### Met1 routing

Scale bar: 200 um. Cells faint in the background.
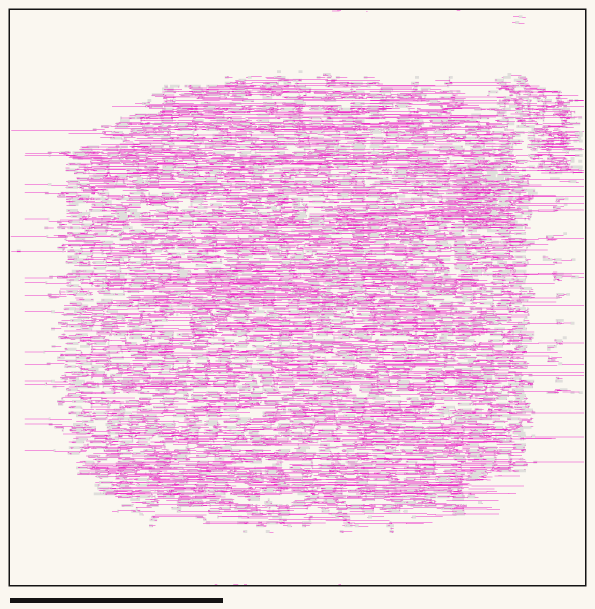
### Metal 2

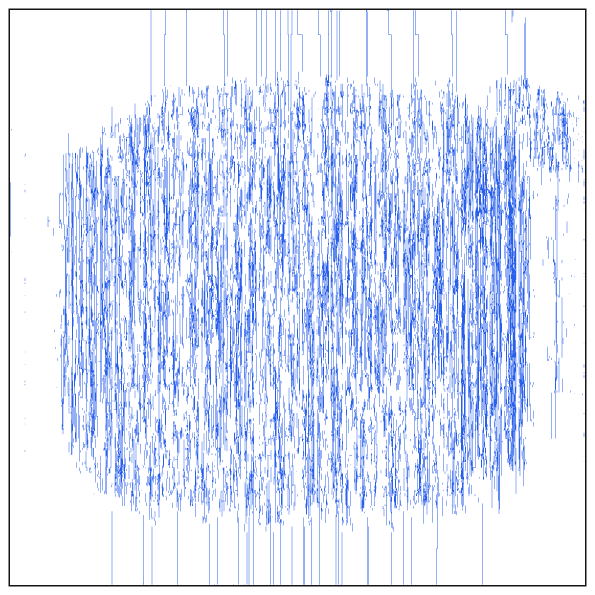
### Met3 routing

Scale bar: 200 um.
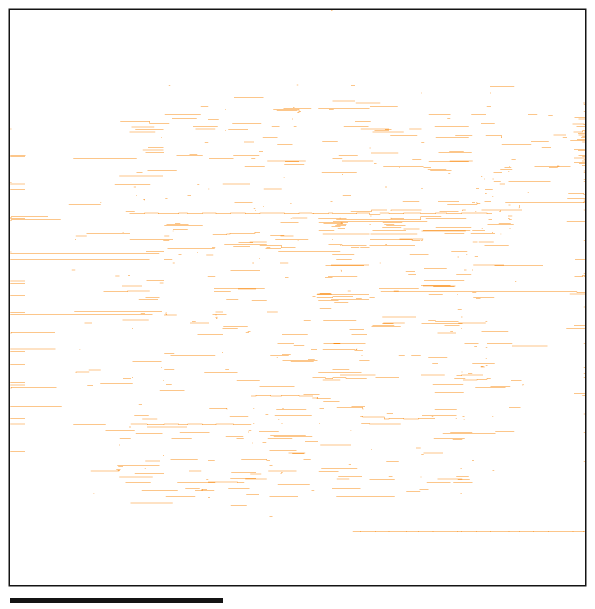
### Signal wires on met4

Scale bar: 200 um.
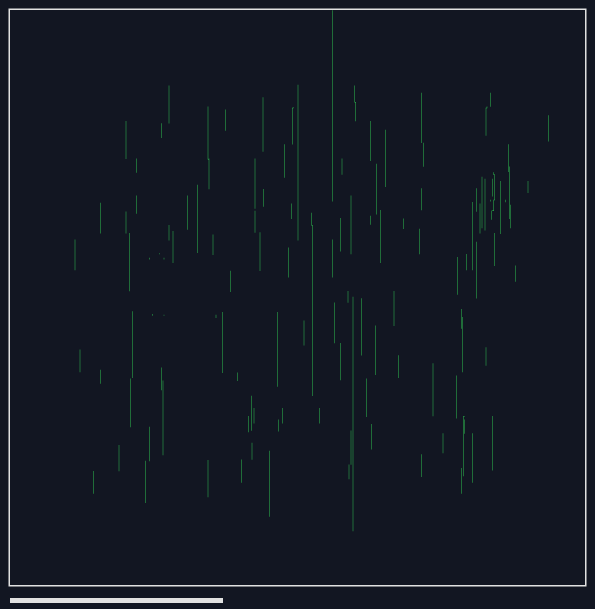
### Clock routing

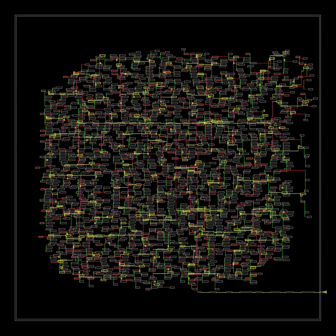
## src/rtl/router_ctx_sequencer.sv

```systemverilog
`default_nettype none
// ============================================================================
// Module   : router_ctx_sequencer
// Purpose  : per-PE context store stepped once per cycle to drive SMART router
//            crossbar selects, regbypass and start_exec_shifted.
// Revision : 1.0
// ============================================================================
module router_ctx_sequencer #(
  parameter  int NUM_CTX     = 32,
  localparam int LOG_NUM_CTX = $clog2(NUM_CTX),
  localparam int NUM_PORTS   = 7,
  localparam int CFG_WIDTH   = 53
) (
  input  logic                   clk,
  input  logic                   reset,
  input  logic                   i__cfg_wr_en,
  input  logic [LOG_NUM_CTX-1:0] i__cfg_wr_addr,
  input  logic [CFG_WIDTH-1:0]   i__cfg_wr_data,
  input  logic                   i__start,
  input  logic                   i__stop,
  input  logic                   i__stall,
  input  logic                   i__loop_en,
  input  logic [LOG_NUM_CTX-1:0] i__last_ctx,
  output logic [NUM_PORTS-1:0]   o__sram_xbar_sel [NUM_PORTS-1:0],
  output logic [3:0]             o__regbypass,
  output logic                   o__start_exec_shifted,
  output logic                   o__done,
  output logic [15:0]            o__iter_cnt,
  output logic                   o__wr_reject
);

  localparam logic [LOG_NUM_CTX-1:0] c_PC_ONE = LOG_NUM_CTX'(1);

  typedef enum logic [1:0] {
    S_IDLE = 2'd0,
    S_RUN  = 2'd1,
    S_DONE = 2'd2
  } state_t;

  state_t                 r_state, w_state_nxt;
  logic [LOG_NUM_CTX-1:0] r_pc, w_pc_nxt;
  logic [LOG_NUM_CTX-1:0] r_last, w_last_nxt;
  logic [15:0]            r_iter, w_iter_nxt;
  logic                   r_prime, w_prime_nxt;
  logic [CFG_WIDTH-1:0]   r_word, w_word_nxt;
  logic                   r_sesh, w_sesh_nxt;
  logic                   r_done, w_done_nxt;
  logic                   r_wr_reject, w_wr_reject_nxt;

  logic [CFG_WIDTH-1:0]   r_mem [NUM_CTX];

  // Context memory has no reset so configuration survives a reset pulse.
  always_ff @(posedge clk) begin
    if (i__cfg_wr_en && (r_state != S_RUN)) begin
      r_mem[i__cfg_wr_addr] <= i__cfg_wr_data;
    end
  end

  always_ff @(posedge clk) begin
    if (reset) begin
      r_state     <= S_IDLE;
      r_pc        <= '0;
      r_last      <= '0;
      r_iter      <= '0;
      r_prime     <= 1'b0;
      r_word      <= '0;
      r_sesh      <= 1'b0;
      r_done      <= 1'b0;
      r_wr_reject <= 1'b0;
    end else begin
      r_state     <= w_state_nxt;
      r_pc        <= w_pc_nxt;
      r_last      <= w_last_nxt;
      r_iter      <= w_iter_nxt;
      r_prime     <= w_prime_nxt;
      r_word      <= w_word_nxt;
      r_sesh      <= w_sesh_nxt;
      r_done      <= w_done_nxt;
      r_wr_reject <= w_wr_reject_nxt;
    end
  end

  always_comb begin
    w_state_nxt     = r_state;
    w_pc_nxt        = r_pc;
    w_last_nxt      = r_last;
    w_iter_nxt      = r_iter;
    w_prime_nxt     = r_prime;
    w_word_nxt      = r_word;
    w_sesh_nxt      = r_sesh;
    w_done_nxt      = r_done;
    w_wr_reject_nxt = i__cfg_wr_en && (r_state == S_RUN);

    if (i__stop) begin
      w_state_nxt = S_IDLE;
      w_pc_nxt    = '0;
      w_prime_nxt = 1'b0;
      w_word_nxt  = '0;
      w_sesh_nxt  = 1'b0;
      w_done_nxt  = 1'b0;
    end else begin
      case (r_state)
        S_RUN: begin
          if (!i__stall) begin
            // First RUN cycle only primes the pipeline; context 0 lands a cycle later.
            if (r_prime) begin
              w_prime_nxt = 1'b0;
            end else begin
              w_word_nxt = r_mem[r_pc];
              w_sesh_nxt = 1'b1;
              if (r_pc != r_last) begin
                w_pc_nxt = r_pc + c_PC_ONE;
              end else if (i__loop_en) begin
                w_pc_nxt   = '0;
                w_iter_nxt = r_iter + 16'd1;
              end else begin
                w_state_nxt = S_DONE;
              end
            end
          end
        end
        default: begin
          if (i__start) begin
            w_state_nxt = S_RUN;
            w_pc_nxt    = '0;
            w_last_nxt  = i__last_ctx;
            w_iter_nxt  = '0;
            w_done_nxt  = 1'b0;
            w_prime_nxt = 1'b1;
            w_word_nxt  = '0;
            w_sesh_nxt  = 1'b0;
          end else if (r_state == S_DONE) begin
            w_word_nxt = '0;
            w_sesh_nxt = 1'b0;
            w_done_nxt = 1'b1;
          end
        end
      endcase
    end
  end

  for (genvar j = 0; j < NUM_PORTS; j++) begin : g_xbar_row
    assign o__sram_xbar_sel[j] = r_word[j*NUM_PORTS +: NUM_PORTS];
  end

  assign o__regbypass          = r_word[CFG_WIDTH-1 -: 4];
  assign o__start_exec_shifted = r_sesh;
  assign o__done               = r_done;
  assign o__iter_cnt           = r_iter;
  assign o__wr_reject          = r_wr_reject;

endmodule
`default_nettype wire

```

## config.mk

```make
export PLATFORM = sky130hd
export DESIGN_NAME = router_ctx_sequencer
export DESIGN_NICKNAME = d
export VERILOG_FILES = /design/src/rtl/router_ctx_sequencer.sv
export SDC_FILE = /design/constraint.sdc
export NUM_CORES = 1
export LEC_CHECK = 0
export ABC_AREA = 1
export CAP_MARGIN = 20
export CORE_MARGIN = 2
export CORE_UTILIZATION = 25
export CTS_BUF_LIST = sky130_fd_sc_hd__clkbuf_16
export CTS_CLUSTER_SIZE = 20
export DETAILED_ROUTE_END_ITERATION = 10
export GPL_TIMING_DRIVEN = 0
export PLACE_DENSITY_LB_ADDON = 0.2
export REMOVE_ABC_BUFFERS = 1
export SLEW_MARGIN = 20
export SYNTH_ARGS = -nofsm -noshare
export SYNTH_HDL_FRONTEND = slang
export SYNTH_SLANG_ARGS = --single-unit
```

## constraint.sdc

```tcl
create_clock -name clk -period 4.2 [get_ports clk]
set_input_delay 0.84 -clock clk [delete_from_list [all_inputs] [get_ports clk]]
set_output_delay 0.84 -clock clk [all_outputs]
set_load 0.02 [all_outputs]
```

==> metrics.cfg <==
[run_status]
status = finished, final reports clean

[worst_setup_path]
crit_path_frequent_cell = sky130_fd_sc_hd__buf_16
critPathSlowestCell = sky130_fd_sc_hd__dfxtp_4
cp.buffers_inverters = 6
crit_fanout = 113
criticalPathCategory = flip-flop to flip-flop
critical_path.cell_chain = buf_16 > buf_16 > buf_16 > inv_12 > buf_16 > buf_16 > nand2_1 > nand3_1 > nand2_1 > nand2_1 > nand3_1 > nand3_1 > nand3_1 > a21oi_1
end_kind = flip-flop
arrival_ps = 4480
timing.reg2reg.setup_slack_ps = 480
critical_path.top_delay_family = buffers and inverters
r2r.worst_path.cells = 14

[pwr]
intPower_uw = 29200
ir_drop_mv = 0.445
total_leakage_power_uw = 0.0309
switchingPower_uw = 8440
pwr-share-comb_pct = 4.9

[route]
total_vias_in_the_final_route = 47000
route.met3.wl_um = 10400
wl_um = 225000
m1WireLength_um = 107000
drt_first_iter_violations = 3735
detail_route.drc_violations = 0

[logic_synthesis]
adder_cell_area_share_of_the_yosys_netlist_pct = 0.0347
synth-area-yosys_um2 = 72000
synth.cellmix.simpleShare_pct = 23.1
ys.flops = 1786
synth-edff-count = 1696
xor_area_share_pct = 0.195
synth.cell_area_um2 = 72000
synth_cell_type_count = 31
yosys-dominant-comb-family = simple AND/OR/NAND/NOR gates
aoi_share_pct = 0.650
synth.avg_cell_area_um2 = 11.4

[global_routing]
grt_first_pass_wirelength_um = 324000
grt_antenna_before_repair = 14
grt.overflow.total = 0
grt_pass1_vias = 44309
pin_count_of_the_biggest_net_entering_global_routing = 114

[placement]
dp_worst_setup_slack_ps = -283
post_dp_cell_area_um2 = 81500

[die]
floorplanUtilization_pct = 25.1
area_of_the_core_region_um2 = 287000
fp-row-count = 197
die_h_um = 541
die_w_um = 541

[timing]
achievable-frequency_mhz = 269
finalClockPeriodUsage_pct = 88.6
setup_viol = 0
setup_tns_ps = 0
hold_violations = 0
unrepaired_setup_endpoints_after_global_routing = false
max-slew-margin-rel_pct = 24.1

[clock_tree]
worst_setup_hold_path_clk_slew_ps = 60
number_of_buffers_created_by_cts = 196
cts_htree_levels = 4
max-clock-path-buffers = 3
cts-root-buf = sky130_fd_sc_hd__clkbuf_16
clock_latency_of_the_later_clocked_register_in_the_worst_skew_pair_ps = 840

[min_path]
whs_path_depth = 2
worstHoldPathType = flip-flop to flip-flop
min-delay-start = r_word[22]$_SDFFE_PP0P_

[cells_and_area]
post_route_cells_drive_above_1_share_pct = 7.82
layout-area-overhead-vs-synth_pct = 21.3
layout_top_cell = sky130_fd_sc_hd__nand2_1
sequential_area_um2 = 52700
filler_cell_count = 29102

[run]
tool_warning_count = 39
drv_cap = 0

## Picture notes: 'Met1 routing'
- longest straight run: 162 um
- wire length on this layer: 107 mm
- share of all routed wire: 48%
- nets with wire on the layer: 6000

## Picture notes: 'Metal 2'
- nets with wire on the layer: 4302
- longest straight run: 154 um
- share of all routed wire: 46%
- main direction: vertical
- wire length on this layer: 104 mm

## Picture notes: 'Met3 routing'
- share of all routed wire: 4.6%
- nets with wire on the layer: 300

## Picture notes: 'Signal wires on met4'
- main direction: vertical
- wire length on this layer: 4160 um
- longest straight run: 220 um
- nets with wire on the layer: 53

## Picture notes: 'Clock routing'
Num Clock Sinks: 1786
flip-flops: 1786
Clock buffer cells: 199

-- timing repair --
action | in CTS | in global routing
setup buffers | 0 | 1
endpoints found under the setup margin | 0 | 3
endpoints found under the hold margin | 0 | 0
gates resized | 0 | 2
-- synth_stat cells (3+ instances only) --
library cell / instances / area, um^2
sky130_fd_sc_hd__xor2_1: 15 / 131
sky130_fd_sc_hd__edfxtp_1: 1696 / 50900
sky130_fd_sc_hd__nand3_1: 1246 / 6240
sky130_fd_sc_hd__clkbuf_1: 90 / 338
sky130_fd_sc_hd__inv_2: 6 / 22.5
sky130_fd_sc_hd__a21oi_1: 77 / 385
sky130_fd_sc_hd__dfxtp_1: 90 / 1800
sky130_fd_sc_hd__nand2_1: 2663 / 10000
sky130_fd_sc_hd__inv_1: 32 / 120
sky130_fd_sc_hd__buf_1: 52 / 195
sky130_fd_sc_hd__nor3_1: 10 / 50.1
sky130_fd_sc_hd__buf_2: 198 / 991
sky130_fd_sc_hd__o21bai_1: 3 / 22.5
sky130_fd_sc_hd__o21ai_0: 7 / 35.0
sky130_fd_sc_hd__nor2_1: 76 / 285
sky130_fd_sc_hd__buf_4: 42 / 315
-- final cells by class --
class                           instances  area share (%)
Clock buffer                          199            5.70
Multi-Input combinational cell       4112            20.1
Antenna cell                            5          0.0143
Inverter                               41           0.231
Sequential cell                      1786            60.4
Timing Repair Buffer                  342            7.12
Clock inverter                        160            1.10
Tap cell                             3781            5.41
-- stage by stage --
stage / util [%] / hold WS [ps] / std cells / power [uW]
2_1_floorplan: - / 435 / 5939 / 21300
3_3_place_gp: 26.6 / 456 / 9861 / 22400
3_5_place_dp: 28.4 / 457 / 10061 / 21900
4_1_cts: 30.4 / 466 / 10420 / 38100
5_1_grt: 30.4 / 477 / 10424 / 39000
6_report: 30.4 / 463 / 10426 / 37600
-- worst min-delay path: stages, from the launching register on --
cell                      delay, ps
sky130_fd_sc_hd__dfxtp_1        310
sky130_fd_sc_hd__nand2_1         60
sky130_fd_sc_hd__a21oi_1         50
-- how the worst max path moves through the flow --
stage                             from                 endpoint  slack (ps)  cells past startpoint
after CTS                    flip-flop  r_word[28]$_SDFFE_PP0P_         180                     14
after floorplan              flip-flop  r_word[11]$_SDFFE_PP0P_      -41150                      9
after global routing         flip-flop  r_word[28]$_SDFFE_PP0P_         200                     14
after detailed placement  i__cfg_wr_en  r_mem[31][37]$_DFFE_PP_        -280                      9
after global placement       flip-flop  r_word[37]$_SDFFE_PP0P_     -133480                      9
final                        flip-flop   r_word[0]$_SDFFE_PP0P_         480                     14
-- state kept, by name (all words and copies together), names as in the netlist, named ones only --
name / flops
o__done: 1
o__iter_cnt: 16
o__start_exec_shifted: 1
o__wr_reject: 1
r_last: 5
r_mem: 1696
r_pc: 5
r_prime: 1
r_state: 2
r_word: 53
-- power groups by stage --
stage               logic (uW)  clock network [uW]  registers (uW)
floorplan                 1110                   0           20100
global placement          2090                   0           20300
detailed placement        1860                   0           20000
CTS                       1870               16600           19700
global route              2050               17300           19700
finish                    1830               16100           19700
-- per-layer routing --
layer  GRT usage [%]  up-vias
li1                -    22238
met1            21.7    23425
met2            23.8     1049
met3            2.21      280
met4            3.34        8
met5               0        -
Power and IR drop assume default switching activity.
